`src/rtl/axis_width_pkg.sv`:
```
// Shared constants and elaboration helpers for the AXI4-Stream width resizer.
package axis_width_pkg;

  localparam int unsigned MAX_RATIO  = 16;
  // Widest keep vector the helper accepts (an 8192-bit bus).
  localparam int unsigned MAX_KEEP_W = 1024;

  function automatic int unsigned ratio(int unsigned in_w, int unsigned out_w);
    return (in_w > out_w) ? in_w / out_w : out_w / in_w;
  endfunction

  function automatic int unsigned last_keep_slice(logic [MAX_KEEP_W-1:0] keep,
                                                  int unsigned ratio_n, int unsigned nkeep);
    int unsigned res;
    res = 0;
    for (int unsigned i = 0; i < MAX_KEEP_W; i++) begin
      if (i < ratio_n * nkeep && keep[i]) res = i / nkeep;
    end
    return res;
  endfunction

endpackage

```
`src/rtl/axis_width_resizer_if.sv`:
```
// AXI4-Stream bundle; m drives the stream, s receives it.
interface AXI4S #(
  parameter int unsigned WIDTH = 256
);
  logic [WIDTH-1:0]   tdata;
  logic [WIDTH/8-1:0] tkeep;
  logic               tlast;
  logic               tvalid;
  logic               tready;

  modport m (output tdata, output tkeep, output tlast, output tvalid, input tready);
  modport s (input tdata, input tkeep, input tlast, input tvalid, output tready);
endinterface

```
`src/rtl/axis_reg_slice.sv`:
```
// One-entry registered valid/ready stage; accepts a new entry while the old one drains.
module axis_reg_slice #(
  parameter int unsigned WIDTH = 8
) (
  input  logic             clk,
  input  logic             rst_n,
  input  logic             in_valid_i,
  output logic             in_ready_o,
  input  logic [WIDTH-1:0] in_data_i,
  output logic             out_valid_o,
  input  logic             out_ready_i,
  output logic [WIDTH-1:0] out_data_o
);

  logic             valid_q, valid_d;
  logic [WIDTH-1:0] data_q, data_d;

  assign in_ready_o  = !valid_q || out_ready_i;
  assign out_valid_o = valid_q;
  assign out_data_o  = data_q;

  always_comb begin
    valid_d = valid_q;
    data_d  = data_q;
    if (in_valid_i && in_ready_o) begin
      valid_d = 1'b1;
      data_d  = in_data_i;
    end else if (valid_q && out_ready_i) begin
      valid_d = 1'b0;
    end
  end

  always_ff @(posedge clk) begin
    if (!rst_n) begin
      valid_q <= 1'b0;
      data_q  <= '0;
    end else begin
      valid_q <= valid_d;
      data_q  <= data_d;
    end
  end

endmodule

```
`src/rtl/axis_width_resizer.sv`:
```
// AXI4-Stream width converter for any integer width ratio up to MAX_RATIO, either direction.
// All outputs come from registers; tlast/tkeep are packet-aware.
module axis_width_resizer
  import axis_width_pkg::*;
#(
  parameter int unsigned IN_WIDTH  = 512,
  parameter int unsigned OUT_WIDTH = 256
) (
  input  logic clk,
  input  logic rst_n,
  AXI4S.s      in,
  AXI4S.m      out
);

  localparam int unsigned RATIO    = ratio(IN_WIDTH, OUT_WIDTH);
  localparam int unsigned NARROW   = (IN_WIDTH < OUT_WIDTH) ? IN_WIDTH : OUT_WIDTH;
  localparam int unsigned NKEEP    = NARROW / 8;
  localparam int unsigned IN_KEEP  = IN_WIDTH / 8;
  localparam int unsigned OUT_KEEP = OUT_WIDTH / 8;
  localparam int unsigned IDXW     = (RATIO > 1) ? $clog2(RATIO) : 1;

  if ((IN_WIDTH % 8 != 0) || (OUT_WIDTH % 8 != 0) || (NARROW == 0) ||
      (RATIO * NARROW != ((IN_WIDTH > OUT_WIDTH) ? IN_WIDTH : OUT_WIDTH)) ||
      (RATIO < 1) || (RATIO > MAX_RATIO)) begin : g_bad_params
    $fatal(1, "axis_width_resizer: widths must be byte multiples with integer ratio 1..16");
  end

  if (RATIO == 1) begin : g_pass
    localparam int unsigned W = IN_WIDTH + IN_KEEP + 1;
    logic [W-1:0] slice_data;
    logic         slice_valid, slice_ready;

    axis_reg_slice #(.WIDTH(W)) u_slice (
      .clk        (clk),
      .rst_n      (rst_n),
      .in_valid_i (in.tvalid),
      .in_ready_o (slice_ready),
      .in_data_i  ({in.tlast, in.tkeep, in.tdata}),
      .out_valid_o(slice_valid),
      .out_ready_i(out.tready),
      .out_data_o (slice_data)
    );

    assign in.tready  = slice_ready && rst_n;
    assign out.tvalid = slice_valid && rst_n;
    assign {out.tlast, out.tkeep, out.tdata} = slice_data;

  end else if (OUT_WIDTH > IN_WIDTH) begin : g_up
    localparam int unsigned W = OUT_WIDTH + OUT_KEEP + 1;
    logic [IDXW-1:0]     idx_q, idx_d;
    logic [OUT_WIDTH-1:0] acc_data_q, acc_data_d, word_data;
    logic [OUT_KEEP-1:0]  acc_keep_q, acc_keep_d, word_keep;
    logic [W-1:0]         slice_data;
    logic                 slice_valid, slice_ready, completing, accept;

    // The accumulator is cleared on completion, so unfilled upper slices are already zero.
    assign completing = (idx_q == IDXW'(RATIO - 1)) || in.tlast;
    assign in.tready  = (slice_ready || !completing) && rst_n;
    assign accept     = in.tvalid && in.tready;

    always_comb begin
      word_data = acc_data_q;
      word_keep = acc_keep_q;
      for (int k = 0; k < RATIO; k++) begin
        if (idx_q == IDXW'(k)) begin
          word_data[k*NARROW +: NARROW] = in.tdata;
          word_keep[k*NKEEP +: NKEEP]   = in.tkeep;
        end
      end
    end

    always_comb begin
      idx_d      = idx_q;
      acc_data_d = acc_data_q;
      acc_keep_d = acc_keep_q;
      if (accept) begin
        if (completing) begin
          idx_d      = '0;
          acc_data_d = '0;
          acc_keep_d = '0;
        end else begin
          idx_d      = idx_q + 1'b1;
          acc_data_d = word_data;
          acc_keep_d = word_keep;
        end
      end
    end

    always_ff @(posedge clk) begin
      if (!rst_n) begin
        idx_q      <= '0;
        acc_data_q <= '0;
        acc_keep_q <= '0;
      end else begin
        idx_q      <= idx_d;
        acc_data_q <= acc_data_d;
        acc_keep_q <= acc_keep_d;
      end
    end

    axis_reg_slice #(.WIDTH(W)) u_out (
      .clk        (clk),
      .rst_n      (rst_n),
      .in_valid_i (in.tvalid && completing),
      .in_ready_o (slice_ready),
      .in_data_i  ({in.tlast, word_keep, word_data}),
      .out_valid_o(slice_valid),
      .out_ready_i(out.tready),
      .out_data_o (slice_data)
    );

    assign out.tvalid = slice_valid && rst_n;
    assign {out.tlast, out.tkeep, out.tdata} = slice_data;

  end else begin : g_down
    localparam int unsigned W = IN_WIDTH + IN_KEEP + 1;
    logic [IDXW-1:0]     sidx_q, sidx_d;
    logic [W-1:0]        hold_data;
    logic [IN_WIDTH-1:0] hold_word;
    logic [IN_KEEP-1:0]  hold_keep;
    logic                hold_last, hold_valid, hold_ready, final_slice;
    logic [NARROW-1:0]   slice_tdata;
    logic [NKEEP-1:0]    slice_tkeep;
    logic [IDXW-1:0]     last_idx;

    assign {hold_last, hold_keep, hold_word} = hold_data;
    // Trailing slices of a tlast word with no kept bytes are skipped.
    assign last_idx    = IDXW'(last_keep_slice(MAX_KEEP_W'(hold_keep), RATIO, NKEEP));
    assign final_slice = hold_last ? (sidx_q == last_idx) : (sidx_q == IDXW'(RATIO - 1));

    axis_reg_slice #(.WIDTH(W)) u_hold (
      .clk        (clk),
      .rst_n      (rst_n),
      .in_valid_i (in.tvalid),
      .in_ready_o (hold_ready),
      .in_data_i  ({in.tlast, in.tkeep, in.tdata}),
      .out_valid_o(hold_valid),
      .out_ready_i(out.tready && final_slice),
      .out_data_o (hold_data)
    );

    always_comb begin
      slice_tdata = '0;
      slice_tkeep = '0;
      for (int k = 0; k < RATIO; k++) begin
        if (sidx_q == IDXW'(k)) begin
          slice_tdata = hold_word[k*NARROW +: NARROW];
          slice_tkeep = hold_keep[k*NKEEP +: NKEEP];
        end
      end
    end

    always_comb begin
      sidx_d = sidx_q;
      if (hold_valid && out.tready) sidx_d = final_slice ? '0 : sidx_q + 1'b1;
    end

    always_ff @(posedge clk) begin
      if (!rst_n) sidx_q <= '0;
      else        sidx_q <= sidx_d;
    end

    assign in.tready  = hold_ready && rst_n;
    assign out.tvalid = hold_valid && rst_n;
    assign out.tdata  = slice_tdata;
    assign out.tkeep  = slice_tkeep;
    assign out.tlast  = hold_last && final_slice;
  end

endmodule

```
`src/flat_wrapper.sv`:
```
// flat-port wrapper written by rule: the top's interface ports become plain ports
module axis_width_resizer_flat import axis_width_pkg::*;
#(
  parameter int unsigned IN_WIDTH  = 512,
  parameter int unsigned OUT_WIDTH = 256
)
  (clk, rst_n, in_tdata, in_tkeep, in_tlast, in_tvalid, in_tready, out_tdata, out_tkeep, out_tlast, out_tvalid, out_tready);
  AXI4S #(.WIDTH(512)) in_i ();
  AXI4S #(.WIDTH(128)) out_i ();
  input  logic clk;
  input  logic rst_n;
  input wire logic [$bits(in_i.tdata)-1:0] in_tdata;
  input wire logic [$bits(in_i.tkeep)-1:0] in_tkeep;
  input wire logic [$bits(in_i.tlast)-1:0] in_tlast;
  input wire logic [$bits(in_i.tvalid)-1:0] in_tvalid;
  output wire logic [$bits(in_i.tready)-1:0] in_tready;
  output wire logic [$bits(out_i.tdata)-1:0] out_tdata;
  output wire logic [$bits(out_i.tkeep)-1:0] out_tkeep;
  output wire logic [$bits(out_i.tlast)-1:0] out_tlast;
  output wire logic [$bits(out_i.tvalid)-1:0] out_tvalid;
  input wire logic [$bits(out_i.tready)-1:0] out_tready;
  assign in_i.tdata = in_tdata;
  assign in_i.tkeep = in_tkeep;
  assign in_i.tlast = in_tlast;
  assign in_i.tvalid = in_tvalid;
  assign in_tready = in_i.tready;
  assign out_tdata = out_i.tdata;
  assign out_tkeep = out_i.tkeep;
  assign out_tlast = out_i.tlast;
  assign out_tvalid = out_i.tvalid;
  assign out_i.tready = out_tready;
  axis_width_resizer #(.IN_WIDTH(IN_WIDTH), .OUT_WIDTH(OUT_WIDTH)) u_core (.clk(clk), .rst_n(rst_n), .in(in_i), .out(out_i));
endmodule
```
`config.mk`:
```
export PLATFORM = sky130hd
export DESIGN_NAME = axis_width_resizer_flat
export DESIGN_NICKNAME = d
export VERILOG_FILES = /design/src/rtl/axis_width_pkg.sv /design/src/rtl/axis_width_resizer_if.sv /design/src/rtl/axis_reg_slice.sv /design/src/rtl/axis_width_resizer.sv /design/src/flat_wrapper.sv
export SDC_FILE = /design/constraint.sdc
export NUM_CORES = 1
export LEC_CHECK = 0
export CAP_MARGIN = 30
export CORE_AREA = 2 2 284 286
export CTS_CLUSTER_SIZE = 20
export DETAILED_ROUTE_END_ITERATION = 10
export DIE_AREA = 0 0 286 288
export PLACE_DENSITY = 0.47
export SETUP_SLACK_MARGIN = 0.5
export SYNTH_ARGS = -nofsm -noshare
export SYNTH_HDL_FRONTEND = slang
export SYNTH_SLANG_ARGS = --single-unit
```
`constraint.sdc`:
```
create_clock -name clk -period 2.4 [get_ports clk]
set_input_delay 0.24 -clock clk [delete_from_list [all_inputs] [get_ports clk]]
set_output_delay 0.24 -clock clk [all_outputs]
set_load 0.05 [all_outputs]
```
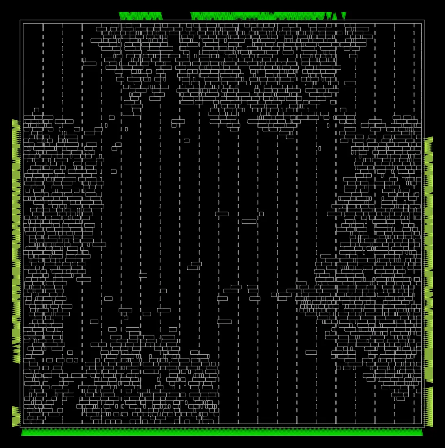
placement.png
Flops: 307
# rows: 104
Tapcell Cnt: 1060

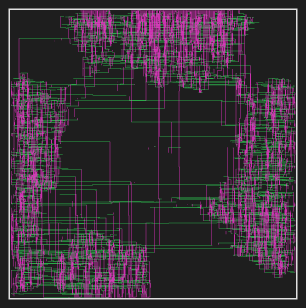
wires.png
(1 px per um) Only two layers are drawn.
| layer | colour | wire length |
|---|---|---|
| metal 2 | magenta | 26.9 mm |
| metal 1 | green | 25.1 mm |
routed wire length: 58000 um
Vias: 11.7k
gr usage total: 0.126

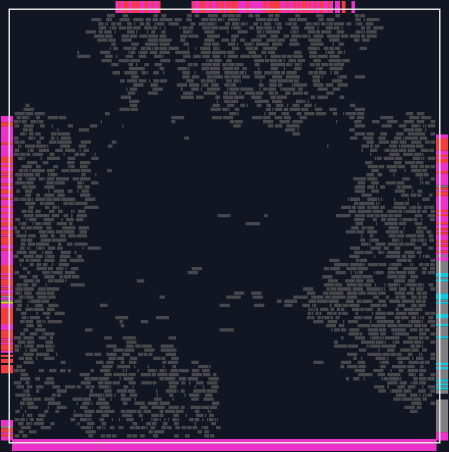
io_placement.png
(1.5 px per um) Pins as bars across the die edge, other pins in grey.
| port | colour | pins | direction | edge |
|---|---|---|---|---|
| `out_tdata` | red | 128 | output | 61 west, 46 north, 21 east |
| `out_tkeep` | cyan | 16 | output | east |
| `in_tdata` | magenta | 512 | input | 306 south, 95 north, 68 west, 43 east |
| `in_tready` | yellow | 1 | output | west |

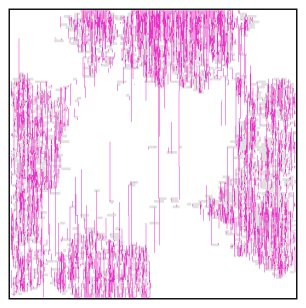
layer_met2.png
(1 px per um) Cells faint in the background.
main direction: vertical
longest straight run: 116 um
nets with wire on the layer: 1868
share of all routed wire: 46%

-- worst max-delay path, cell delays in order (launching register included) --
cell and delay [ns]:
dfxtp_1 0.32, nor4_2 0.28, buf_4 0.15, nand4_1 0.12, buf_4 0.17, buf_6 0.10, buf_6 0.10, buf_6 0.10
o21ba_4 0.21, nor4_4 0.23, buf_6 0.16, buf_12 0.11, buf_12 0.15, buf_12 0.16, clkbuf_16 0.17, o2bb2ai_2 0.10
-- worst min-delay path by stage --
stage	start	end	slack, ns	cells past startpoint
after floorplan	in_tkeep[51]	u_core.g_down.u_hold.out_data_o[563]	0.37	2
after global placement	u_core.g_down.u_hold.out_data_o[367]	u_core.g_down.u_hold.out_data_o[367]	0.44	1
after detailed placement	u_core.g_down.u_hold.out_data_o[333]	u_core.g_down.u_hold.out_data_o[333]	0.44	1
after CTS	rst_n	u_core.g_down.u_hold.out_data_o[291]	0.01	3
after global routing	rst_n	u_core.g_down.u_hold.out_data_o[285]	0.04	3
final	rst_n	u_core.g_down.u_hold.out_data_o[9]	0.05	3
-- power by group through the flow --
stage	clock (mW)	sequential (mW)	combinational (mW)
floorplan	0	5.72	1.79
global placement	0	5.79	3.08
detailed placement	0	5.80	3.10
CTS	6.17	5.70	3.95
global route	6.36	5.81	4.75
finish	5.98	5.77	4.54
-- per-stage QoR --
stage / power [mW] / instances / utilization / setup TNS (ns) / hold WS (ns)
5_1_grt: 16.9 / 2850 / 0.308 / -115.28 / 0.0433
2_1_floorplan: 7.51 / 1217 / - / 0 / 0.374
6_report: 16.3 / 2850 / 0.308 / -75.61 / 0.0516
4_1_cts: 15.8 / 2818 / 0.277 / -74.12 / 0.0129
3_3_place_gp: 8.88 / 2670 / 0.228 / -9.62 / 0.439
3_5_place_dp: 8.90 / 2670 / 0.228 / -1.52 / 0.441
==> results.cfg <==
; generated from flow reports
[outcome]
status = finished with violations
violations = negative setup slack

[global_route]
busiest_layer = met2
grt_pass1_wl_um = 79100
grt_max_degree = 145
gr-total-overflow = 0
antenna_found_initial = 4
met2_usage = 0.204
grt_pass1_vias = 12200
use_met1 = 0.160
use_met3 = 0.0407

[placed_design]
gp_congestion = 0.788
dpl.hpwl_um = 34600
detailedPlace.worstSlack_ns = -0.0522
portBuffers = 455
place_area_um2 = 18100

[floorplan]
core-area_um2 = 79600
die_x_um = 286
die_y_um = 288
ioPinCount = 728
die_area_um2 = 82400
initial_utilization = 0.155

[finish]
num-nonclk-inverters = 2
final_area_um2 = 24500
clock_area_frac = 0.0524
comb_cells = 791
layout_top_cell = nand2_1
buffer_area_frac = 0.329
n_antenna_cell = 1
final_layout_top_logic_cells = 310 x nand2_1, 307 x clkdlybuf4s50_1, 304 x dfxtp_1
nNetsFinal = 2345
largest_reg_flops = 305
buffers_excl_clock = 622
largestClassByArea = buffers
drive_above_1_share = 0.431
areaGrowthSynthToFinish_pct = 98.8
seq_area_um2 = 6150
sh_comb_area = 0.314
logic_area_um2 = 7700
seq_share = 0.251
clock_buffers = 55
n_fill_cell = 8047

[drt]
viasPerCell = 4.12
wl_met3_um = 4640
wire_per_inst_um = 20.3
ant_nets = 0
wl_met2_um = 26900
dr.pass1.iters = 4
drt_iter0_drc = 437
drc = 0
met1Wirelength_um = 25100
top_layer = met5

[yosys]
edf_count = 0
ys_sh_aoi = 0.220
top_cell = nand2_1
synthMuxAreaShare = 0.132
synth_flops = 307
flop_cell = dfxtp_1
ys_types = 27
synth.comb.largest_family = AND-OR/OR-AND gates
ys_seq_share = 0.498
yosysTopAreaCellShare = 0.498
synthAdderAreaFrac = 0
synth.top_cells.by_count = 310 x nand2_1, 307 x dfxtp_1, 305 x o2bb2ai_1
ys_cells = 1217
area_leaders = dfxtp_1 50%, o2bb2ai_1 22%, mux2_2 13%, nand2_1 9.4%, buf_2 2.1%
synth-xor-area-share = 0.000710
ys_area_um2 = 12300
synthArstFlopShare = 0
synthCells = 1217
syn-num-nets = 1798
syn_avg_cell_area_um2 = 10.1
synthesis.area_um2 = 12300
synthSimpleGateAreaFrac = 0.108
yosysTopAreaCell = dfxtp_1
yosysWarningCount = 0

[timing]
hold_viol_final = 0
clock.fmax_ghz = 0.369
fin_crit_ns = 2.71
worst_slew_pin_slew_ns = 0.839
setup_violations = 307
slew_headroom = 0.440
fin_crit_sh = 1.13
rsz0062_at_grt = true
finalClockSkew_ns = 0.0250
layout_setup_ws_ns = -0.312
drv_slew = 0

[power]
p_leak_nw = 9.42
internal-power_mw = 11.4
combPwrFrac = 0.278
vdd_drop_max_mv = 0.468
power_frac_seq = 0.354
p_sw_mw = 4.93
pwr-share-clk = 0.367
p_per_area_nw_per_um2 = 664
swShare = 0.302

[cts]
hold_buffers = 0
numCtsBuffers = 40
cts_tree = built
cts_buffer_depth = 3
clk_pin_slew_ns = 0.05
post_cts_buffers = 53
cts_sinks = 307
cts_resized = 456
root_buffer = clkbuf_16
clk_latency_ns = 0.56
cts_htree_levels = 2

[worst_setup_path]
r2r_start = u_core.g_down.u_hold.out_data_o[567]
r2r_slack_ns = -0.31
worst_ep_arrival_time_ns = 3.19
crit_start = u_core.g_down.u_hold.out_data_o[567]
worstRegToRegCells = 15
end_kind = flip-flop
critPathRequiredTime_ns = 2.88
r2r_end = u_core.g_down.u_hold.out_data_o[319]
start_kind = flip-flop
cp_max_fo = 7
worst-setup-path-type = reg -> reg
cp-endpoint = u_core.g_down.u_hold.out_data_o[319]

[flow_run]
cap_viol_max_count = 0
tool_warnings = 303

[hold_path]
min_path_type = in -> reg
No activity file was given, so power comes from the tool's default toggle rates.
